<file path="config.mk">
export PLATFORM = sky130hd
export DESIGN_NAME = vga_anim_sequencer
export DESIGN_NICKNAME = d
export VERILOG_FILES = /design/src/rtl/vga_anim_sequencer.sv
export SDC_FILE = /design/constraint.sdc
export NUM_CORES = 1
export LEC_CHECK = 0
export CORE_MARGIN = 2
export CORE_UTILIZATION = 55
export CTS_CLUSTER_DIAMETER = 60
export DETAILED_ROUTE_END_ITERATION = 10
export PLACE_DENSITY = 0.89
export SLEW_MARGIN = 20
export SYNTH_ARGS = -nofsm -noshare
export SYNTH_HDL_FRONTEND = slang
export SYNTH_SLANG_ARGS = --single-unit
</file>
<file path="constraint.sdc">
create_clock -name clk -period 3.65 [get_ports clk]
set_clock_uncertainty 0.05 [all_clocks]
set_input_delay 0.365 -clock clk [delete_from_list [all_inputs] [get_ports clk]]
set_output_delay 0.365 -clock clk [all_outputs]
set_load 0.03 [all_outputs]
</file>
<file path="src/rtl/vga_anim_sequencer.sv">
// rtl/vga_anim_sequencer.sv - frame-synchronous animation counter sequencer (run/pause/step, prescale, wrap/ping-pong)
// Optional pseudo-random byte output built only when ANIM_LFSR_EN is defined.
module vga_anim_sequencer #(
    parameter int CNT_W     = 10,
    parameter bit VSYNC_POL = 1'b0
) (
    input  logic             clk,
    input  logic             rst_n,
    input  logic             vsync,
    input  logic             run_en,
    input  logic             step,
    input  logic             dir,
    input  logic             pingpong,
    input  logic [3:0]       speed,
    input  logic [CNT_W-1:0] cnt_max,
    output logic [CNT_W-1:0] anim_cnt,
    output logic             frame_tick,
    output logic             advance,
    output logic [1:0]       state,
    output logic             dir_now,
    output logic [7:0]       rnd
);

    typedef enum logic [1:0] {
        ST_PAUSE      = 2'd0,
        ST_RUN        = 2'd1,
        ST_STEP_ARMED = 2'd2
    } state_t;

    state_t           state_q, state_d;
    logic [CNT_W-1:0] cnt_q, cnt_d, cnt_nxt;
    logic [3:0]       prescale_q, prescale_d;
    logic             dir_now_q, dir_now_d;
    logic             dir_prev_q;
    logic             vsync_q;
    logic             step_q;
    logic             frame_tick_q, frame_tick_d;
    logic             advance_q;
    logic             do_adv;
    logic             step_rise;
    logic             flip;
    logic             flip_dir;

    assign step_rise    = step & ~step_q;
    assign frame_tick_d = (vsync == VSYNC_POL) && (vsync_q != VSYNC_POL);

    // Run has priority over step; a step arriving with a tick only arms.
    always_comb begin
        state_d    = state_q;
        prescale_d = prescale_q;
        do_adv     = 1'b0;
        case (state_q)
            ST_PAUSE: begin
                if (run_en)
                    state_d = ST_RUN;
                else if (step_rise)
                    state_d = ST_STEP_ARMED;
            end
            ST_RUN: begin
                if (!run_en) begin
                    state_d = ST_PAUSE;
                end else if (frame_tick_q) begin
                    if (prescale_q >= speed) begin
                        do_adv     = 1'b1;
                        prescale_d = 4'd0;
                    end else begin
                        prescale_d = prescale_q + 4'd1;
                    end
                end
            end
            ST_STEP_ARMED: begin
                if (run_en) begin
                    state_d = ST_RUN;
                end else if (frame_tick_q) begin
                    do_adv     = 1'b1;
                    prescale_d = 4'd0;
                    state_d    = ST_PAUSE;
                end
            end
            default: state_d = ST_PAUSE;
        endcase
    end

    // Next counter value; an out-of-range count (limit lowered) snaps to the start of travel.
    always_comb begin
        cnt_nxt  = cnt_q;
        flip     = 1'b0;
        flip_dir = dir_now_q;
        if (cnt_max == '0) begin
            cnt_nxt = '0;
        end else if (cnt_q > cnt_max) begin
            cnt_nxt = dir_now_q ? cnt_max : '0;
        end else if (!dir_now_q) begin
            if (cnt_q < cnt_max) begin
                cnt_nxt = cnt_q + CNT_W'(1);
            end else if (pingpong) begin
                cnt_nxt  = cnt_max - CNT_W'(1);
                flip     = 1'b1;
                flip_dir = 1'b1;
            end else begin
                cnt_nxt = '0;
            end
        end else begin
            if (cnt_q != '0) begin
                cnt_nxt = cnt_q - CNT_W'(1);
            end else if (pingpong) begin
                cnt_nxt  = CNT_W'(1);
                flip     = 1'b1;
                flip_dir = 1'b0;
            end else begin
                cnt_nxt = cnt_max;
            end
        end
    end

    always_comb begin
        cnt_d     = do_adv ? cnt_nxt : cnt_q;
        dir_now_d = dir_now_q;
        if (dir != dir_prev_q)
            dir_now_d = dir;
        if (do_adv && flip)
            dir_now_d = flip_dir;
    end

    always_ff @(posedge clk) begin
        if (!rst_n) begin
            state_q      <= ST_PAUSE;
            cnt_q        <= '0;
            prescale_q   <= 4'd0;
            dir_now_q    <= dir;
            dir_prev_q   <= dir;
            vsync_q      <= ~VSYNC_POL;
            step_q       <= 1'b1;
            frame_tick_q <= 1'b0;
            advance_q    <= 1'b0;
        end else begin
            state_q      <= state_d;
            cnt_q        <= cnt_d;
            prescale_q   <= prescale_d;
            dir_now_q    <= dir_now_d;
            dir_prev_q   <= dir;
            vsync_q      <= vsync;
            step_q       <= step;
            frame_tick_q <= frame_tick_d;
            advance_q    <= do_adv;
        end
    end

`ifdef ANIM_LFSR_EN
    logic [7:0] lfsr_q;

    // Galois right-shift, taps 0xB8; steps only with the counter so patterns repeat per step.
    always_ff @(posedge clk) begin
        if (!rst_n)
            lfsr_q <= 8'hA5;
        else if (do_adv)
            lfsr_q <= {1'b0, lfsr_q[7:1]} ^ (lfsr_q[0] ? 8'hB8 : 8'h00);
    end

    assign rnd = lfsr_q;
`else
    assign rnd = 8'h00;
`endif

    assign anim_cnt   = cnt_q;
    assign frame_tick = frame_tick_q;
    assign advance    = advance_q;
    assign state      = state_q;
    assign dir_now    = dir_now_q;

endmodule

</file>
==> Changelog: implementation, run 1 <==
## Flow update

* Max stage delay on crit path at 0.64 ns
* Die ar. at 0.00472 mm²
* HPWL after detailed placement at 4.93 mm
* Highest clock rate at 324 MHz
* Via count at 2488
* Async S/R FF share, synth at 0%
* EDFF count, synth at 1
* GR Util met3 at 7.47%
* Clock transition at path regs at 0.07 ns
* Crit path cell chain: clkdlybuf4s50_1 > inv_1 > ha_1 > nand4_1 > or3_1 > o21ai_1 > or2_1 > nand3_1 > o21ai_0 > a221o_1
* # Post-CTS Setup Buffers at 0
* First-pass GRT wire length at 10.2 mm
* Initial antenna violation count at 0
* Mapped cell area at 0.00230 mm²
* RSZ-0062 raised after global routing: no
* Finished Core Util at 67.2%
* Met1 Use GR at 37.6%
* Crit path launch type: input pin
* Total Power at 0.000543 W
* WL per Instance at 17.0 µm
* Met2 usage at 44.5%
* Logic area at 0.00166 mm²
* Number of nets in the layout at 382
* I/O pins at 44
* Internal power at 0.000378 W
* CTS hold repair buffers at 0
* Syn Area/Cell at 7.42 µm²
* PostCTS Resize Cnt at 0
* Share of layout cells above drive strength 1 at 3.85%
* Area Growth Syn to Fin at 16.8%
* Clock network power share at 29.5%
* Diode count at 0
* Sw power at 0.000165 W
* Max IR drop VDD at 177 µV
* Initial DRT Pass Iterations at 5
* CP Class: input pin to register
* Power Combinational at 0.000129 W
* Total wire length at 6.58 mm
* Number of cells in Yosys stat at 310
* Slew @ Worst Pin at 0.519 ns
* Synthesized registers at 22
* Final ANT Viol Nets at 0
* Fin crit share at 84.6%
* DIE WIDTH at 68.7 µm
* Clock buffer depth at 2
* IO Port Bufs at 35
* Top cells by count: 31 x nand2_1, 25 x inv_1, 22 x ha_1, 22 x nor2_1, 21 x dfxtp_1
* CTS Buf Count at 3
* Status: complete, no violations
* Most common cell in the synthesized netlist: nand2_1
* Crit path capture type: register
* Die Height at 68.7 µm
* Comb pwr share at 23.7%
* Setup Viol. Count Final at 0
* Cell taking the most area after synthesis: dfxtp_1
* Storage cell area at 450 µm²
* Drt initial violations at 296
* Period minus WS final at 3.09 ns
* Clk_lat worst skew at 0.27 ns
* Library cells used by synthesis at 56
* Worst slew margin at 65.4%
* Setup_tns at 0 ns
* Initial Util at 57.5%
* Chip area line of the yosys report at 0.00230 mm²
* Part of the Yosys area used for sequential elements at 19.6%
* Seq. pwr at 0.000254 W
* CP Data Required Time at 3.81 ns
* Worst-path maximum fanout at 15
* Core ar. at 0.00400 mm²
* Top power group: registers
* RePlAce Congestion at 1.00
* Clk pwr at 0.000160 W
* CP max stage cell: clkdlybuf4s50_1
* Largest net degree at the start of global routing at 18
* Max-Cap Viols at 0
* Synth Warn # at 0
* DRC at 0
* CTS Sinks at 22
* Vias per cell at 6.41
* Tool Warnings at 30
* CTS tree: yes
* Sequential power share at 46.7%
* # fillers at 353
* Final hold vios at 0
* Sw frac at 30.4%
* Area share, top type at 18.3%
* Top cells, area: dfxtp_1 18%, ha_1 12%, nand2_1 5.1%, xnor2_1 4.2%, a21oi_1 4.1%
* Tightest Hold Check Type: register to register
* GR Overflow Total at 0
* Leak Pwr at 1.19 nW
* Gate Count Post-Synth at 310
* Most used routing layer: met2
* # H-tree levels at 1
* Final Max Tran Viols at 0
* Cell Pwr Density at 202 mW/mm²
* Worst endpoint data arrival time at 3.25 ns
* Clock root buffer: clkbuf_8
* Dominant flop cell: dfxtp_1
* Number of global-route vias before repair at 2248
* GRT Total Usage at 28.9%
run 1: routing by layer:
layer | vias to the layer above | share of wire (%)
met2 | 170 | 44
met4 | 0 | 2.9
met1 | 1126 | 42
met3 | 33 | 11
met5 | - | 0
li1 | 1159 | -
run 1: registers in the layout (all words and copies together) (netlist names):
name and cells:
advance 1, anim_cnt 10, dir_now 1, dir_prev_q 1, frame_tick 1, prescale_q 4, state 2, step_q 1
vsync_q 1
run 1: placed cells by master, fill, tap and decap left out, types with 2 or more instances in the layout:
cell / netlist / final
a21oi_1: 19 / 19
o311ai_1: 2 / 2
conb_1: 1 / 8
o31ai_1: 3 / 3
inv_1: 25 / 25
clkbuf_8: 0 / 3
nand2b_1: 5 / 5
and4_1: 3 / 3
o32ai_1: 2 / 2
nor2b_1: 5 / 5
nand2_1: 31 / 31
a21o_1: 2 / 2
a31oi_1: 3 / 3
ha_1: 22 / 22
or3_1: 3 / 3
a21boi_0: 2 / 2
a211o_1: 3 / 3
o211ai_1: 3 / 3
o21ai_0: 11 / 11
xor2_1: 10 / 10
nand3_1: 16 / 16
o21ai_1: 8 / 8
nor3_1: 9 / 9
o311ai_0: 2 / 2
xnor2_1: 11 / 11
nor2_1: 22 / 22
buf_4: 8 / 3
nor4_1: 2 / 2
a22oi_1: 3 / 3
and3_1: 4 / 4
or2_1: 2 / 2
dfxtp_1: 21 / 21
nand4_1: 9 / 9
mux2i_1: 2 / 2
clkdlybuf4s50_1: 0 / 35
a211oi_1: 3 / 3
nor3_2: 2 / 2
run 1: stage by stage:
| stage | cell area [µm²] | worst slack [ns] | hold slack (ns) | instances |
|---|---|---|---|---|
| after floorplan | 2330 | 1.01 | 0.343 | 317 |
| after global placement | 2640 | 0.532 | 0.348 | 384 |
| after detailed placement | 2640 | 0.367 | 0.355 | 384 |
| after CTS | 2690 | 0.641 | 0.367 | 388 |
| after global routing | 2690 | 0.352 | 0.376 | 388 |
| final | 2690 | 0.561 | 0.363 | 388 |
run 1: path summary, 6_finish.rpt:
| check | from | endpoint | slack [ns] | cells after the start |
|---|---|---|---|---|
| setup reg to reg | anim_cnt[0] | anim_cnt[3] | 0.82 | 9 |
| setup / recovery | cnt_max[4] | anim_cnt[3] | 0.56 | 10 |
| hold / removal | vsync_q | frame_tick | 0.36 | 2 |
| hold reg to reg | vsync_q | frame_tick | 0.36 | 2 |
run 1: critical path: cells and delay by family:
family	cells	cell delay, ns
AND/OR/NAND/NOR	4	1.31
buffers and inverters	2	0.72
AND-OR/OR-AND	3	0.52
adder cells (fa/ha/maj)	1	0.31
run 1: area by class of cell:
class,instances,share of cell area [%]
Tap cell,50,2.33
Timing Repair Buffer,38,13.9
Clock buffer,4,1.68
Sequential cell,22,16.8
Inverter,25,3.49
Multi-Input combinational cell,249,61.9
run 1: logic make-up after synthesis:
group	after synthesis	synth area share (%)
compound gates	78	23.4
xor+xnor	21	7.99
fa+ha+maj	22	12.0
buf+inv	46	9.30
flops	22	19.6
mux	2	0.870
other cells	1	0.163
simple gates	118	26.7
Run 1, wire density map:
The die is cut into 14 by 14 equal tiles; dark blue is low, red is high, scaled to the fullest tile. Values are wire area over tile area, all layers added.
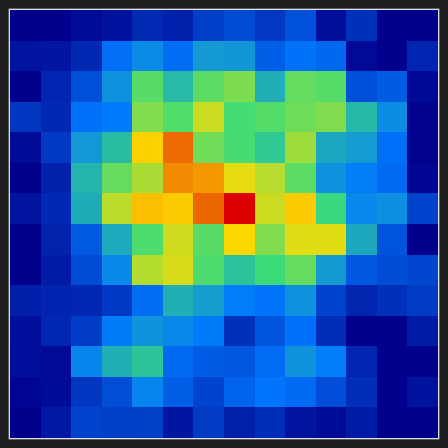
- nearly empty tiles: 12%
- tiles over half the peak: 21%
- fullest tile: 0.89

Run 1, cells by drive strength:
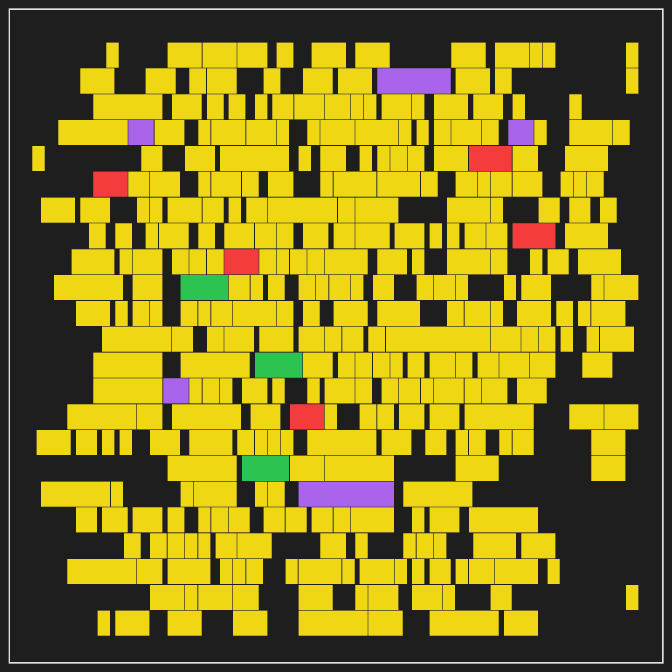
- green: _6 and larger (cells 3)
- red: _2 cells (cells 5)
- purple: _3 and _4 cells (cells 5)
- yellow: _0 and _1 cells (cells 325)

Run 1, cell outlines without signal wires:
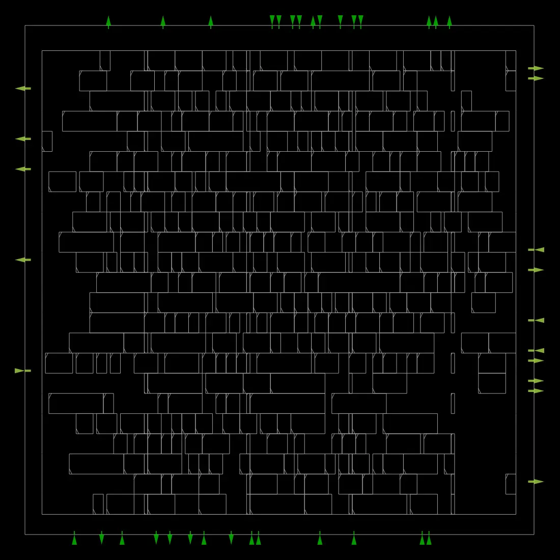
FP Rows: 23
seq_cells: 22

Run 1, sequential cells grouped by signal name:
Scale bar: 20 µm. Other sequential cells in the stronger grey, the rest of the logic in the fainter grey.
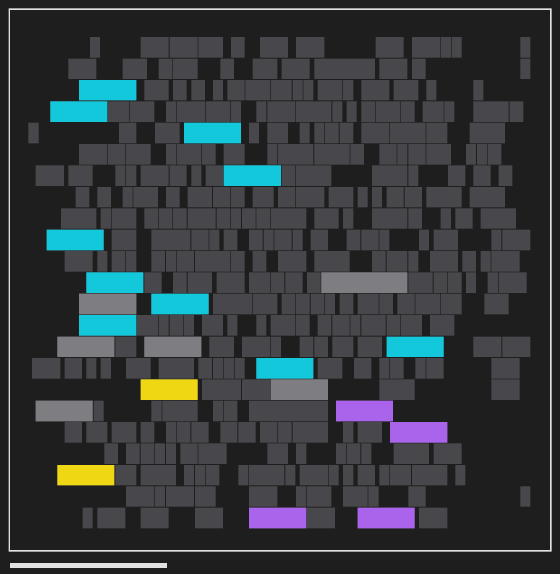
- yellow: `state` (flops 2)
- purple: `prescale_q` (flops 4)
- cyan: `anim_cnt` (flops 10)

==> run 1 -> run 2 <==
--- a/config.mk
+++ b/config.mk
@@ -6,10 +6,10 @@
 export NUM_CORES = 1
 export LEC_CHECK = 0
 export CORE_MARGIN = 2
-export CORE_UTILIZATION = 55
+export CORE_UTILIZATION = 53
 export CTS_CLUSTER_DIAMETER = 60
 export DETAILED_ROUTE_END_ITERATION = 10
-export PLACE_DENSITY = 0.89
+export PLACE_DENSITY = 0.86
 export SLEW_MARGIN = 20
 export SYNTH_ARGS = -nofsm -noshare
 export SYNTH_HDL_FRONTEND = slang
==> constraint.sdc (replaced) <==
create_clock -name clk -period 3.1 [get_ports clk]
set_clock_uncertainty 0.05 [all_clocks]
set_input_delay 0.31 -clock clk [delete_from_list [all_inputs] [get_ports clk]]
set_output_delay 0.31 -clock clk [all_outputs]
set_load 0.03 [all_outputs]
==> run 2 against run 1 <==
Effect of this change: register-to-register slack worse by 0.35 ns; power grew 36%; flip-flop count unchanged; via count about the same; utilization up 1.4 points; critical path depth stayed put; highest routed layer unchanged.
==> Changelog: implementation, run 2 <==
## Flow update

* Cell Pwr Density at 263 mW/mm² (was 202 mW/mm²)
* Worst slew margin at 62.6% (was 65.4%)
* Initial Util at 56.3% (was 57.5%)
* First-pass GRT wire length at 10.9 mm (was 10.2 mm)
* EDFF count, synth at 1 (unchanged)
* Diode count at 0 (unchanged)
* Sw power at 0.000207 W (was 0.000165 W)
* Area Growth Syn to Fin at 21.9% (was 16.8%)
* Synth Warn # at 0 (unchanged)
* DIE WIDTH at 69.9 µm (was 68.7 µm)
* # H-tree levels at 1 (unchanged)
* Setup Viol. Count Final at 0 (unchanged)
* Max stage delay on crit path at 0.54 ns (was 0.64 ns)
* Crit path cell chain: clkdlybuf4s50_1 > inv_1 > ha_1 > nand4_1 > or3_1 > o21ai_1 > or2_1 > nand3_1 > o21ai_0 > a221o_1 (unchanged)
* Number of cells in Yosys stat at 310 (unchanged)
* Fin crit share at 90.5%
* Total wire length at 6.61 mm (was 6.58 mm)
* Total Power at 0.000738 W (was 0.000543 W)
* Setup_tns at 0 ns (unchanged)
* Max IR drop VDD at 244 µV (was 177 µV)
* Clock transition at path regs at 0.09 ns (was 0.07 ns)
* Async S/R FF share, synth at 0% (unchanged)
* CTS hold repair buffers at 0 (unchanged)
* Initial DRT Pass Iterations at 5 (unchanged)
* I/O pins at 44 (unchanged)
* CP Class: input pin to register (unchanged)
* Highest clock rate at 357 MHz
* CP Data Required Time at 3.27 ns (was 3.81 ns)
* Crit path launch type: input pin (unchanged)
* WHS Path Cells at 2 (unchanged)
* RSZ-0062 raised after global routing: no (unchanged)
* CTS Buf Count at 3 (unchanged)
* Top cells, area: dfxtp_1 18%, ha_1 12%, nand2_1 5.1%, xnor2_1 4.2%, a21oi_1 4.1% (unchanged)
* Most instantiated logic cell after routing: clkdlybuf4s50_1 (unchanged)
* Final ANT Viol Nets at 0 (unchanged)
* Worst endpoint data arrival time at 2.97 ns (was 3.25 ns)
* Die Height at 69.9 µm (was 68.7 µm)
* Sw frac at 28.0% (was 30.4%)
* Flip-flop count of the largest register after layout at 10 (unchanged)
* Worst r2r path cells at 9 (unchanged)
* Cell taking the most area after synthesis: dfxtp_1 (unchanged)
* Status: complete, no violations (unchanged)
* Worst-path maximum fanout at 11 (was 15)
* Synthesized registers at 22 (unchanged)
* Library cells used by synthesis at 56 (unchanged)
* Via count at 2487 (was 2488)
* Top cells by count: 31 x nand2_1, 25 x inv_1, 22 x ha_1, 22 x nor2_1, 21 x dfxtp_1 (unchanged)
* Share of layout cells above drive strength 1 at 7.43% (was 3.85%)
* Area share, top type at 18.3% (unchanged)
* PostCTS Resize Cnt at 0 (unchanged)
* Tool Warnings at 30 (unchanged)
* Internal power at 0.000531 W (was 0.000378 W)
* Core ar. at 0.00409 mm² (was 0.00400 mm²)
* DRC at 0 (unchanged)
* Largest net degree at the start of global routing at 18 (unchanged)
* Clock network power share at 38.3% (was 29.5%)
* GR Overflow Total at 0 (unchanged)
* Tightest Hold Check Type: register to register (unchanged)
* CTS Sinks at 22 (unchanged)
* Die ar. at 0.00488 mm² (was 0.00472 mm²)
* Number of global-route vias before repair at 2270 (was 2248)
* Period minus WS final at 2.80 ns
* Syn Area/Cell at 7.42 µm² (unchanged)
* Comb pwr share at 21.3% (was 23.7%)
* Mapped cell area at 0.00230 mm² (unchanged)
* Drt initial violations at 281 (was 296)
* Final hold vios at 0 (unchanged)
* Crit path capture type: register (unchanged)
* FP Rows at 23 (unchanged)
* Most frequent cells in the layout: 35 x clkdlybuf4s50_1, 31 x nand2_1, 25 x inv_1 (unchanged)
* Max-Cap Viols at 0 (unchanged)
* IO Port Bufs at 35 (unchanged)
* Sequential power share at 40.5% (was 46.7%)
* CP max stage cell: clkdlybuf4s50_1 (unchanged)
* Clk_lat worst skew at 0.27 ns (about the same)
* # Post-CTS Setup Buffers at 0 (unchanged)
* CTS tree: yes (unchanged)
* GRT Total Usage at 27.0% (was 28.9%)
* Clock buffer depth at 2 (unchanged)
* Chip area line of the yosys report at 0.00230 mm² (unchanged)
* Most common cell in the synthesized netlist: nand2_1 (unchanged)
* Logic area at 0.00166 mm² (unchanged)
* Gate Count Post-Synth at 310 (unchanged)
* Leak Pwr at 1.26 nW (was 1.19 nW)
* Final Max Tran Viols at 0 (unchanged)
* Vias per cell at 6.22 (was 6.41)
* Dominant flop cell: dfxtp_1 (unchanged)
* Part of the Yosys area used for sequential elements at 19.6% (unchanged)
* HPWL after detailed placement at 5.16 mm (was 4.93 mm)
* Initial antenna violation count at 0 (unchanged)
* Number of nets in the layout at 394 (was 382)
* Slew @ Worst Pin at 0.555 ns (was 0.519 ns)
* RePlAce Congestion at 0.984 (was 1.00)
* Clock root buffer: clkbuf_8 (unchanged)
* WL per Instance at 16.5 µm (was 17.0 µm)
run 2: cell counts after synthesis:
Identical to the previous run, type by type.
run 2: worst max-delay path, delay by kind of cell:
kind	cells	cell delay, ns
AND-OR/OR-AND	3	0.52
buffers and inverters	2	0.64
AND/OR/NAND/NOR	4	1.16
adder cells (fa/ha/maj)	1	0.33
run 2: worst paths after layout:
check	startpoint	to	slack (ns)
worst max-delay path	cnt_max[9]	anim_cnt[3]	0.30
worst min-delay path	vsync_q	frame_tick	0.36
worst max register to register	prescale_q[0]	anim_cnt[0]	0.47
worst min register to register	vsync_q	frame_tick	0.36
run 2: logic make-up after synthesis:
kind of cell / count (synthesis) / share of synthesized area, %
AOI/OAI and AO/OA: 78 / 23.4
xor gates and xnor gates: 21 / 7.99
adders and majority gates: 22 / 12.0
buffers and inverters: 46 / 9.30
DFF: 22 / 19.6
muxes: 2 / 0.870
other: 1 / 0.163
and+or+nand+nor: 118 / 26.7
run 2: final cells by class:
cell class	count	share of cell area [%]
clock inverter	1	1.07
tap	50	2.23
sequential	22	16.1
clock buffer	3	1.47
multi-input combinational	249	59.3
inverter	25	3.35
timing repair buffer	50	16.5
run 2: metal layers:
layer / track usage [%] / routed length (µm) / up-vias
met5: 0 / 0 / -
met4: 8.33 / 175 / 0
met3: 5.48 / 630 / 26
met2: 42.6 / 3020 / 144
met1: 36.9 / 2780 / 1133
li1: - / - / 1184
run 2: metrics by stage:
step / std cells / setup WS (ns) / cell area, µm² / hold WS, ns / util [%]
5_1_grt: 400 / 0.149 / 2800 / 0.391 / 68.6
3_5_place_dp: 396 / 0.0675 / 2730 / 0.354 / 66.9
3_3_place_gp: 396 / 0.148 / 2730 / 0.348 / 66.9
2_1_floorplan: 317 / 0.464 / 2330 / 0.288 / -
4_1_cts: 400 / 0.337 / 2800 / 0.368 / 68.6
6_report: 400 / 0.295 / 2800 / 0.364 / 68.6
run 2: power by group through the flow:
stage	clock (W)	sequential, W	combinational (W)
after global routing	0.000293	0.000300	0.000170
after CTS	0.000281	0.000298	0.000155
final	0.000282	0.000299	0.000157
after detailed placement	0	0.000305	0.000154
after global placement	0	0.000305	0.000150
after floorplan	0	0.000308	0.0000924
Run 2, sequential cells grouped by signal name:
Scale bar: 20 µm. Other sequential cells in the stronger grey, the rest of the logic in the fainter grey.
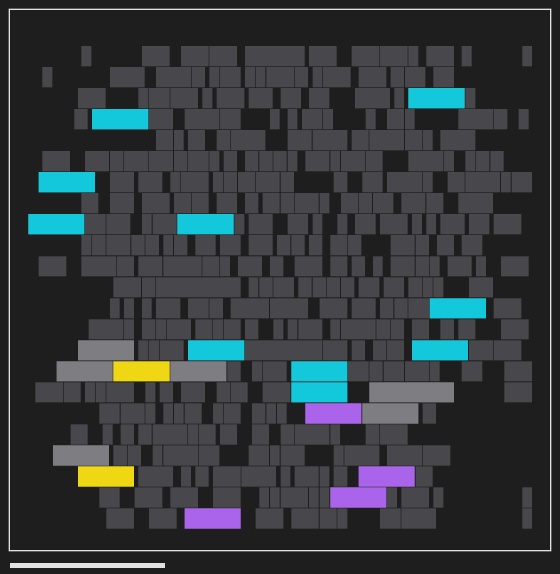
sequential share of cell area: 16.1%
Seq. pwr: 0.000299 W
Finished Core Util: 68.6%
Storage cell area: 450 µm²

Run 2, cell outlines without signal wires:
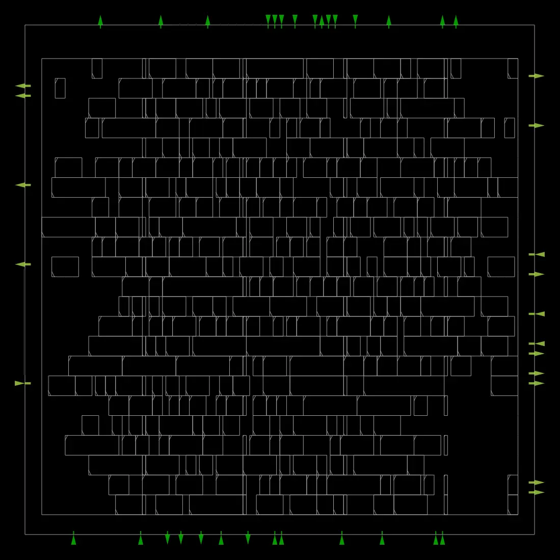
# fillers: 337
tap cells: 50
Non-Filler Instances: 400

==> run 2 -> run 3 <==
--- a/config.mk
+++ b/config.mk
@@ -9,6 +9,7 @@
 export CORE_UTILIZATION = 53
 export CTS_CLUSTER_DIAMETER = 60
 export DETAILED_ROUTE_END_ITERATION = 10
+export GPL_TIMING_DRIVEN = 0
 export PLACE_DENSITY = 0.86
 export SLEW_MARGIN = 20
 export SYNTH_ARGS = -nofsm -noshare
==> run 3 against run 2 <==
Effect of this change: global-route usage decreased by 0.89 points; wire length is 5.0% lower; register-to-register slack lost 0.08 ns; largest power group unchanged; highest routed layer unchanged.
==> Changelog: implementation, run 3 <==
## Flow update

* Status: complete, no violations (unchanged)
* Core ar. at 0.00409 mm² (unchanged)
* Top cells, area: dfxtp_1 18%, ha_1 12%, nand2_1 5.1%, xnor2_1 4.2%, a21oi_1 4.1% (unchanged)
* # fillers at 368 (was 337)
* GR Overflow Total at 0 (unchanged)
* CTS tree: yes (unchanged)
* Max IR drop VDD at 203 µV (was 244 µV)
* Max-Cap Viols at 0 (unchanged)
* WHS Path Cells at 2 (unchanged)
* Area share, top type at 18.3% (unchanged)
* Final hold vios at 0 (unchanged)
* Synth Warn # at 0 (unchanged)
* Most common cell in the synthesized netlist: nand2_1 (unchanged)
* Number of nets in the layout at 400 (was 394)
* Critical R2R Capture: anim_cnt[1] (was anim_cnt[0])
* EDFF count, synth at 1 (unchanged)
* Leak Pwr at 1.26 nW (about the same)
* HPWL after detailed placement at 4.98 mm (was 5.16 mm)
* Synthesized registers at 22 (unchanged)
* Die Height at 69.9 µm (unchanged)
* Worst endpoint data arrival time at 3.06 ns (was 2.97 ns)
* RePlAce Congestion at 0.958 (was 0.984)
* I/O pins at 44 (unchanged)
* Dominant flop cell: dfxtp_1 (unchanged)
* Cell taking the most area after synthesis: dfxtp_1 (unchanged)
* # Post-CTS Setup Buffers at 0 (unchanged)
* FP Rows at 23 (unchanged)
* Worst r2r src: anim_cnt[3] (was prescale_q[0])
* CP Data Required Time at 3.23 ns (was 3.27 ns)
* Mapped cell area at 0.00230 mm² (unchanged)
* RSZ-0062 raised after global routing: no (unchanged)
* Hold EP: frame_tick (unchanged)
* Tool Warnings at 30 (unchanged)
* Largest net degree at the start of global routing at 14 (was 18)
* Chip area line of the yosys report at 0.00230 mm² (unchanged)
* Most frequent cells in the layout: 35 x clkdlybuf4s50_1, 31 x nand2_1, 25 x inv_1 (unchanged)
* Worst slew margin at 46.4% (was 62.6%)
* Number of cells in Yosys stat at 310 (unchanged)
* Syn Area/Cell at 7.42 µm² (unchanged)
* WL per Instance at 15.5 µm (was 16.5 µm)
* Worst-path maximum fanout at 5 (was 11)
* Flip-flop count of the largest register after layout at 10 (unchanged)
* Number of global-route vias before repair at 2179 (was 2270)
* Gate Count Post-Synth at 310 (unchanged)
* DIE WIDTH at 69.9 µm (unchanged)
* Total Power at 0.000746 W (was 0.000738 W)
* Part of the Yosys area used for sequential elements at 19.6% (unchanged)
* Hold Path Origin: vsync_q (unchanged)
* Library cells used by synthesis at 56 (unchanged)
* CP Class: input pin to register (unchanged)
* Clock transition at path regs at 0.10 ns (was 0.09 ns)
* Crit path capture type: register (unchanged)
* Final ANT Viol Nets at 0 (unchanged)
* Fin crit share at 94.5% (was 90.5%)
* Setup Viol. Count Final at 0 (unchanged)
* Initial Util at 56.3% (unchanged)
* Vias per cell at 6.03 (was 6.22)
* CTS Buf Count at 3 (unchanged)
* Async S/R FF share, synth at 0% (unchanged)
* Slew @ Worst Pin at 0.800 ns (was 0.555 ns)
* Initial DRT Pass Iterations at 5 (unchanged)
* Register-to-register path setup slack at 0.39 ns (was 0.47 ns)
* Clock root buffer: clkbuf_8 (unchanged)
run 3: cell counts after synthesis:
Identical to the previous run, type by type.
run 3: layout make-up:
cell class / count / area, µm² / area share, %
well taps: 50 / 62.6 / 2.22
plain buffers: 21 / 121 / 4.31
clock buffers: 3 / 41.3 / 1.47
clock inverters: 1 / 30.0 / 1.07
multi-input cells: 249 / 1660 / 59.1
flip-flops and latches: 22 / 450 / 16.0
inverters: 25 / 93.8 / 3.34
repair buffers: 35 / 350 / 12.5
run 3: power breakdown:
part | leakage, nW | switching [W] | internal [W]
logic | 1.05 | 0.0000923 | 0.0000701
clock network | 0.0357 | 0.000115 | 0.000173
registers | 0.181 | 0.00000564 | 0.000291
total | 1.26 | 0.000213 | 0.000533
run 3: worst max-delay path: stages:
cell and delay, ns:
clkdlybuf4s50_1 0.62, inv_1 0.08, ha_1 0.31, a21oi_1 0.16
o21ai_1 0.16, a211oi_1 0.72, and3_1 0.25, a21oi_1 0.04
o311a_1 0.13, o32ai_1 0.29
run 3: repair_timing:
| item | in CTS | in global routing |
|---|---|---|
| gates resized | 0 | 2 |
| hold buffers | 0 | 0 |
| endpoints found under the setup margin | 0 | 1 |
run 3: worst max path at each step:
stage,endpoint,cells after the start,start
final,anim_cnt[1],10,cnt_max[3]
after global routing,anim_cnt[1],10,cnt_max[3]
after CTS,anim_cnt[1],10,cnt_max[3]
after detailed placement,anim_cnt[1],10,cnt_max[3]
after global placement,anim_cnt[1],10,cnt_max[3]
after floorplan,dir_now,11,anim_cnt[0]
run 3: stage by stage:
| step | area [µm²] | utilization (%) | setup TNS [ns] | cells | setup WS [ns] |
|---|---|---|---|---|---|
| 2_1_floorplan | 2330 | - | 0 | 317 | 0.464 |
| 3_3_place_gp | 2740 | 67.1 | -0.182 | 402 | -0.0691 |
| 3_5_place_dp | 2740 | 67.1 | -0.277 | 402 | -0.0865 |
| 4_1_cts | 2810 | 68.8 | 0 | 406 | 0.178 |
| 5_1_grt | 2810 | 68.8 | 0 | 406 | 0.0186 |
| 6_report | 2810 | 68.8 | 0 | 406 | 0.169 |
run 3: cell families (layout without fill, tap and decap cells):
kind of cell / count (synthesis) / count (layout) / synth area share [%]
and+or+nand+nor: 118 / 118 / 26.7
AOI/OAI and AO/OA: 78 / 78 / 23.4
buffers and inverters: 46 / 85 / 9.30
adders and majority gates: 22 / 22 / 12.0
DFF: 22 / 22 / 19.6
xor gates and xnor gates: 21 / 21 / 7.99
muxes: 2 / 2 / 0.870
other: 1 / 8 / 0.163
run 3: metal layers:
| metal | vias to the layer above | share of wire, % | track usage, % |
|---|---|---|---|
| li1 | 1193 | - | - |
| met2 | 122 | 43 | 40.3 |
| met4 | 0 | 1.6 | 6.41 |
| met1 | 1118 | 46 | 38.2 |
| met3 | 14 | 9.3 | 3.61 |
| met5 | - | 0 | 0 |
Run 3, wire density map:
The die is cut into 14 by 14 equal tiles; dark blue is low, red is high, scaled to the fullest tile. Values are wire area over tile area, all layers added.
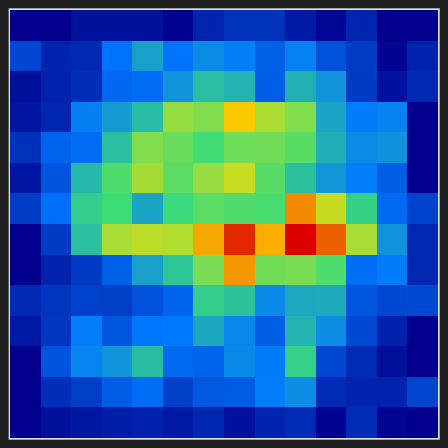
via count: 2447
GRT Total Usage: 26.1%
total wire length: 6.28 mm

Run 3, sequential cells grouped by signal name:
Scale bar: 20 µm. Other sequential cells in the stronger grey, the rest of the logic in the fainter grey.
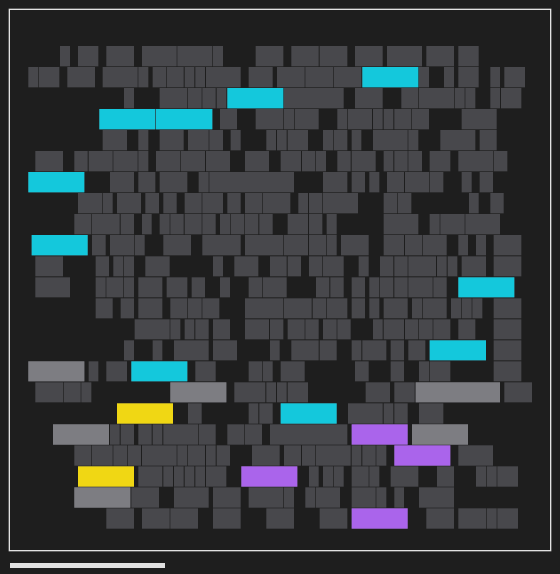
- yellow: `state` (flops 2)
- purple: `prescale_q` (flops 4)
- cyan: `anim_cnt` (flops 10)


==> notes/layouts.md <==
Pictures saved along the way, in no particular order.

Clock network drawn from the DEF.
Scale bar: 20 µm.
Plate I
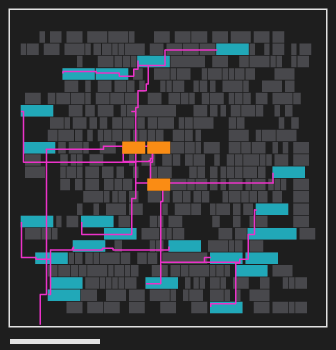
Plate II
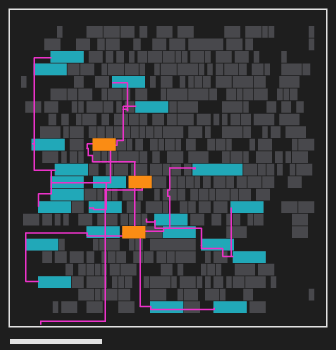
Plate II: run 1
Plate I: run 3

Key to Plate II:
- cyan: flip-flops (count 22)
- magenta: clock wires (length 328 µm)
- orange: clock drivers (count 3)
- routed clock nets: 4

Power figures rest on the tool's default switching activity, not on a simulated workload.
